$ cat src/rtl/mem_access_ctrl.sv
// Load/store unit between the MEM stage and mem_main; byte stores are done as read-modify-write.
// Optional macro ALIGN_CHECK_EN adds misalign_fault and suppresses odd-address word accesses.
module mem_access_ctrl #(
   parameter int AW = 16,
   parameter int DW = 16
) (
   input  logic          clk,
   input  logic          rst,
   input  logic          halt_sys,
   input  logic          req_valid,
   output logic          req_ready,
   input  logic          req_we,
   input  logic          req_byte,
   input  logic          req_sext,
   input  logic [AW-1:0] req_addr,
   input  logic [DW-1:0] req_wdata,
   output logic          rsp_valid,
   output logic [DW-1:0] rsp_rdata,
   output logic          stall,
   output logic          mem_write_en,
   output logic [AW-1:0] mem_address,
   output logic [DW-1:0] mem_write_data,
   input  logic [DW-1:0] mem_data_out
`ifdef ALIGN_CHECK_EN
   ,
   output logic          misalign_fault
`endif
);

   typedef enum logic [1:0] {IDLE, ACCESS, MERGE} state_t;

   state_t        state;
   logic [AW-1:0] addr_q;
   logic [DW-1:0] wdata_q;
   logic [DW-9:0] old_hi_q;
   logic [DW-1:0] wr_data_q;
   logic          we_q;
   logic          byte_q;
   logic          sext_q;
   logic          wr_q;
   logic          odd_word;

`ifdef ALIGN_CHECK_EN
   assign odd_word = !byte_q && addr_q[0];
`else
   assign odd_word = 1'b0;
`endif

   assign req_ready      = (state == IDLE) && !halt_sys;
   assign stall          = (state != IDLE) || halt_sys;
   assign mem_address    = addr_q;
   assign mem_write_data = wr_data_q;
   // The write strobe is registered so it holds through a halt; halt only masks it.
   assign mem_write_en   = wr_q && !halt_sys;

   always_ff @(posedge clk or posedge rst) begin
      if (rst) begin
         state     <= IDLE;
         addr_q    <= '0;
         wdata_q   <= '0;
         old_hi_q  <= '0;
         wr_data_q <= '0;
         we_q      <= 1'b0;
         byte_q    <= 1'b0;
         sext_q    <= 1'b0;
         wr_q      <= 1'b0;
         rsp_valid <= 1'b0;
         rsp_rdata <= '0;
`ifdef ALIGN_CHECK_EN
         misalign_fault <= 1'b0;
`endif
      end else if (!halt_sys) begin
         wr_q      <= 1'b0;
         rsp_valid <= 1'b0;
`ifdef ALIGN_CHECK_EN
         misalign_fault <= 1'b0;
`endif
         case (state)
            IDLE: begin
               if (req_valid) begin
                  addr_q  <= req_addr;
                  wdata_q <= req_wdata;
                  we_q    <= req_we;
                  byte_q  <= req_byte;
                  sext_q  <= req_sext;
                  state   <= ACCESS;
               end
            end
            ACCESS: begin
               state <= IDLE;
               if (odd_word) begin
`ifdef ALIGN_CHECK_EN
                  misalign_fault <= 1'b1;
`endif
                  if (!we_q) begin
                     rsp_rdata <= '0;
                     rsp_valid <= 1'b1;
                  end
               end else if (!we_q) begin
                  rsp_rdata <= byte_q ? {{(DW-8){sext_q & mem_data_out[7]}}, mem_data_out[7:0]}
                                      : mem_data_out;
                  rsp_valid <= 1'b1;
               end else if (byte_q) begin
                  old_hi_q <= mem_data_out[DW-1:8];
                  state    <= MERGE;
               end else begin
                  wr_q      <= 1'b1;
                  wr_data_q <= wdata_q;
               end
            end
            MERGE: begin
               wr_q      <= 1'b1;
               wr_data_q <= {old_hi_q, wdata_q[7:0]};
               state     <= IDLE;
            end
            default: state <= IDLE;
         endcase
      end
   end

endmodule

$ cat config.mk
export PLATFORM = sky130hd
export DESIGN_NAME = mem_access_ctrl
export DESIGN_NICKNAME = d
export VERILOG_FILES = /design/src/rtl/mem_access_ctrl.sv
export SDC_FILE = /design/constraint.sdc
export NUM_CORES = 1
export LEC_CHECK = 0
export ABC_AREA = 1
export CAP_MARGIN = 20
export CORE_MARGIN = 2
export CORE_UTILIZATION = 24
export DETAILED_ROUTE_END_ITERATION = 10
export PLACE_DENSITY = 0.5
export RECOVER_POWER = 50
export SLEW_MARGIN = 20
export SYNTH_ARGS = -nofsm -noshare
export SYNTH_HDL_FRONTEND = slang
export SYNTH_SLANG_ARGS = --single-unit
$ cat constraint.sdc
create_clock -name clk -period 4.4 [get_ports clk]
set_input_delay 0.88 -clock clk [delete_from_list [all_inputs] [get_ports clk]]
set_output_delay 0.88 -clock clk [all_outputs]
set_load 0.01 [all_outputs]
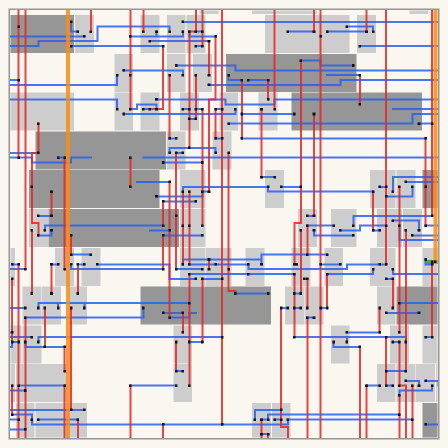
(run_1/detail.png)
Window x 47 to 77, y 22 to 52 µm. Cells in gray, sequential cells in the stronger gray; small squares are vias.
metal 4 -> orange
metal 2 -> red
metal 3 -> green
metal 1 -> blue
most frequent = nand2_1 (38), o21ai_0 (8), dfrtp_1 (6)
cells with their middle in the window = 60
sequential cells in the window = 6
netlist names of flops here include = old_hi_q (5), wr_q (1)

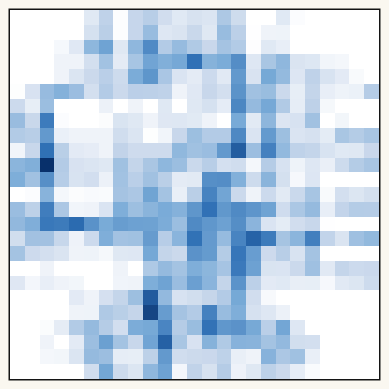
(run_1/metal_density.png)
Scale: 3 px per µm. The die is cut into 25 by 25 equal tiles; white is low, dark blue is high, scaled to the fullest tile. Values are wire area over tile area, all layers added.
nearly empty tiles = 22%
fullest tile = 0.39
mean over tiles = 0.092

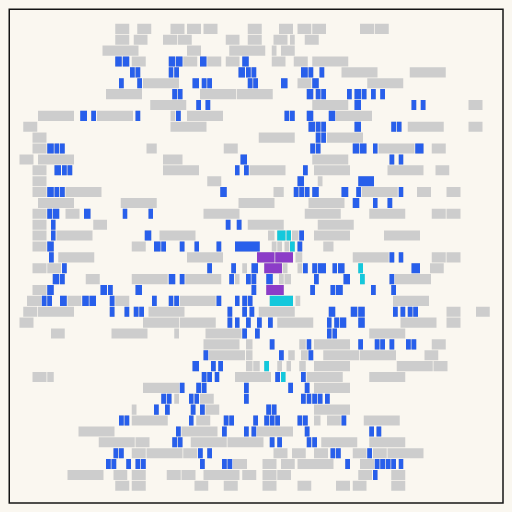
(run_1/logic_types.png)
Scale: 4 px per µm.
NAND gates -> blue  # cells 271, most used nand2_1
NOR gates -> cyan  # cells 8, most used nor2_1, where center
adder and majority cells -> purple  # cells 4, most used ha_1, where center
post-route insts no fill: 693
Comb area share: 26.0%

run 1: worst max-delay path: stages:
cell             delay (ns)
clkdlybuf4s50_1        0.45
clkbuf_1               1.15
nand2_1                0.70
buf_4                  0.43
nand2_1                0.09
nand2_1                0.05
run 1: metal layers:
layer  part of all wire, %  vias to the layer above  global-route usage [%]
met5                     0                        -                       0
met4                   2.1                        0                    6.39
met3                   4.6                        9                    2.58
met2                    46                       53                    18.4
met1                    48                     1334                    16.7
li1                      -                     1475                       -
run 1: kinds of logic after synthesis:
| kind of cell | Yosys count | share of synthesized area (%) |
|---|---|---|
| compound gates | 12 | 2.10 |
| fa+ha+maj | 4 | 1.47 |
| buf+inv | 31 | 4.30 |
| flops | 79 | 58.1 |
| simple gates | 279 | 34.0 |
==> impl_metrics.toml, run 1 <==
# implementation run metrics
[power]
cellLeakagePower_nw = 2.49
power_w = 0.00289
p_comb_share_pct = 35.0
powerComb_w = 0.00101
peakVddDrop_uv = 196
power.internal_w = 0.00190
p_sw_share_pct = 34.3

[critical_path]
arrival_ns = 3.77
end_kind = "flip-flop"
path_max_fanout = 37
r2r-end = "wdata_q[0]$_DFFE_PP0P_"
r2r_cells = 9
r2r_slack_ns = 2.03
crit_type = "in2reg"

[min_path]
min_to = "mem_write_data[5]$_DFFE_PP0P_"
hp-class = "reg2reg"
worstHoldPathCells = 2

[sta]
finalCriticalPeriod_ns = 3.55
worstMarginPinSlew_ns = 1.70
clock.fmax_mhz = 282
finalMaxSlewViolations = 74
fin_ws_ns = 0.849
finalClockPeriodUsage_pct = 80.7

[layout]
fin_util_pct = 35.1
nonClockBufferCount = 112
numSequentialCells = 79
insertedDiodeCount = 0
comb_area_um2 = 1270
final-clk-cell-share_pct = 5.32
inverters = 12
fin_nets = 568
sh_seq_area_pct = 40.6

[global_routing]
grt_max_degree = 46
grt_antenna_before_repair = 0

[job]
warnings = 29
cap_violations = 2

[floorplan]
fp_util_pct = 24.5
ios = 107
dieArea_um2 = 15100

[detailed_routing]
ant_nets = 0
drt_iter0_drc = 165

[synth]
top_cells_by_area = "dfrtp_1 (58%), nand2_1 (23%), nand3_1 (7.9%)"
avgSynthCellArea_um2 = 8.40
edf_count = 0
ys.flops = 79
yosysChipArea_um2 = 3400
synthDominantCellAreaShare_pct = 58.1
ff_type = "dfrtp_1"
fp_nets = 464
netlist_area_um2 = 3400

[placed_design]
place_area_um2 = 4630
gp_congestion = 0.775
place.detailed.hpwl_mm = 6.39
dp.cells = 678

[cts]
cts_resized = 0
cts_setup_buffers = 0
htreeDepth = 3
root_buffer = "clkbuf_16"
cts_buffer_depth = 2

[status]
failed_checks = "capacitance limit, slew limit"
status = "finished with violations"
==> run_1/congestion.png <==
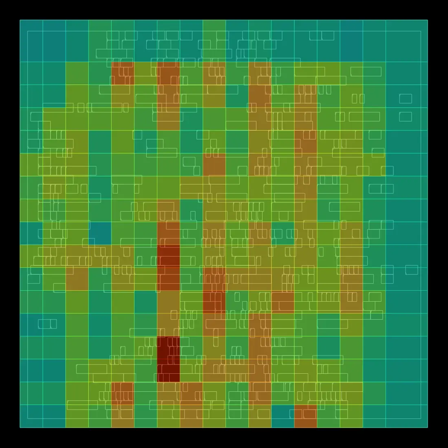

==> inputs of run 2 (changes only) <==
Clock period 4.4 ns to 3.5 ns, I/O delays scaled along.
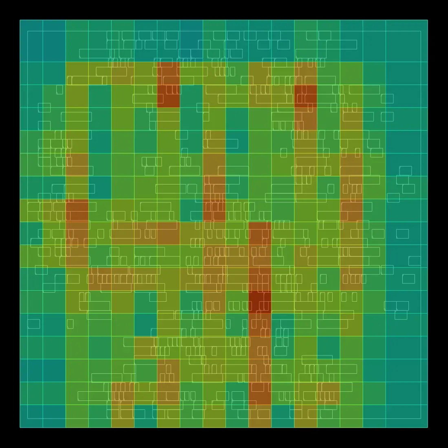
(run_2/congestion.png)
routed len/inst: 12.9 µm
M3 GR Usage: 2.17%
GR Layer Usage met2: 18.5%

==> run 2 against run 1 <==
Effect of this change:
- the run now ends clean
- combinational power increased by 35%
- total power increased by 30%
- sequential share of layout area shrank 0.34 points
- register-to-register slack worse by 0.94 ns
- worst hold slack improved by 0.0029 ns
- critical path type is now in2out
- largest power group unchanged
==> impl_metrics.toml, run 2 <==
# implementation run metrics
[status]
status = "completed"

[critical_path]
slowest_delay_ns = 0.53
cp_top_family = "buffers and inverters"
end_kind = "output pin"
crit_type = "in2out"
cp.depth = 4
path_max_fanout = 16

[sta]
finalCriticalPeriod_ns = 3.08
fin_ws_ns = 0.419
worstMarginPinSlew_ns = 1.39
finalMaxSlewViolations = 0
finalClockPeriodUsage_pct = 88.0

[synth]
synth-xor-area-share_pct = 0
mux_area_share_pct = 0
ff_type = "dfrtp_1"
ys.flops = 79
synthDominantCellAreaShare_pct = 58.1
ys_sh_aoi_pct = 2.10
logic_family = "simple AND/OR/NAND/NOR gates"
avgSynthCellArea_um2 = 8.40
ys_sh_simple_pct = 34.0
fp_nets = 464
edf_count = 0
ys_sh_adder_pct = 1.47

[detailed_routing]
dr.max_layer_used = "met4"
ant_nets = 0
dr_wl_met2_mm = 4.11
dr_wl_met3_um = 407

[min_path]
min_to = "rsp_rdata[4]$_DFFE_PP0P_"
hp-class = "reg2reg"

[job]
cap_violations = 0

[cts]
root_buffer = "clkbuf_16"
cts_buffer_depth = 2

[layout]
stdcell_count = 695
comb_area_um2 = 1270
fin_nets = 569

[global_routing]
grt_max_degree = 63

[floorplan]
dieArea_um2 = 15100
fp_util_pct = 24.5
ios = 107

[placed_design]
place.detailed.hpwl_mm = 6.52
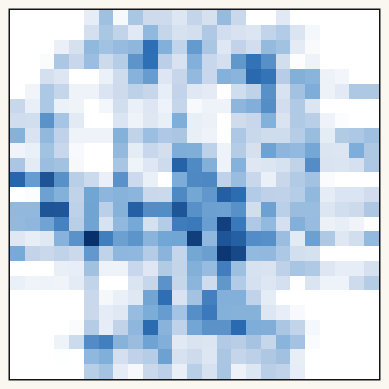
(run_2/metal_density.png)
Scale: 3 px per µm. The die is cut into 25 by 25 equal tiles; white is low, dark blue is high, scaled to the fullest tile. Values are wire area over tile area, all layers added.
GR Util All Layers: 12.0%
total vias in the final route: 2,891
WL final: 8.94 mm

-- run 2: cell count changes in the layout (fill, tap and decap cells not counted) --
cell             before  now
clkdlybuf4s50_1      56  100
dlygate4sd3_1        50    6
clkbuf_1              7    3
clkinv_2              1    4
buf_12                0    1
buf_4                 3    4
clkbuf_8              1    2
-- run 2: power breakdown --
part	leakage, nW	total, W	internal [W]	switching, W
Clock	0.142	0.000868	0.000514	0.000354
Combinational	1.31	0.00136	0.000680	0.000680
Sequential	0.994	0.00153	0.00130	0.000231
Total	2.45	0.00376	0.00249	0.00127
-- run 2: final cells by class --
class | count | area share (%)
well taps | 180 | 4.58
multi-input cells | 295 | 25.8
inverters | 12 | 0.942
clock buffers | 12 | 5.22
flip-flops and latches | 79 | 40.2
clock inverters | 4 | 0.408
repair buffers | 113 | 22.8
Power is estimated from default activity; no workload was simulated.
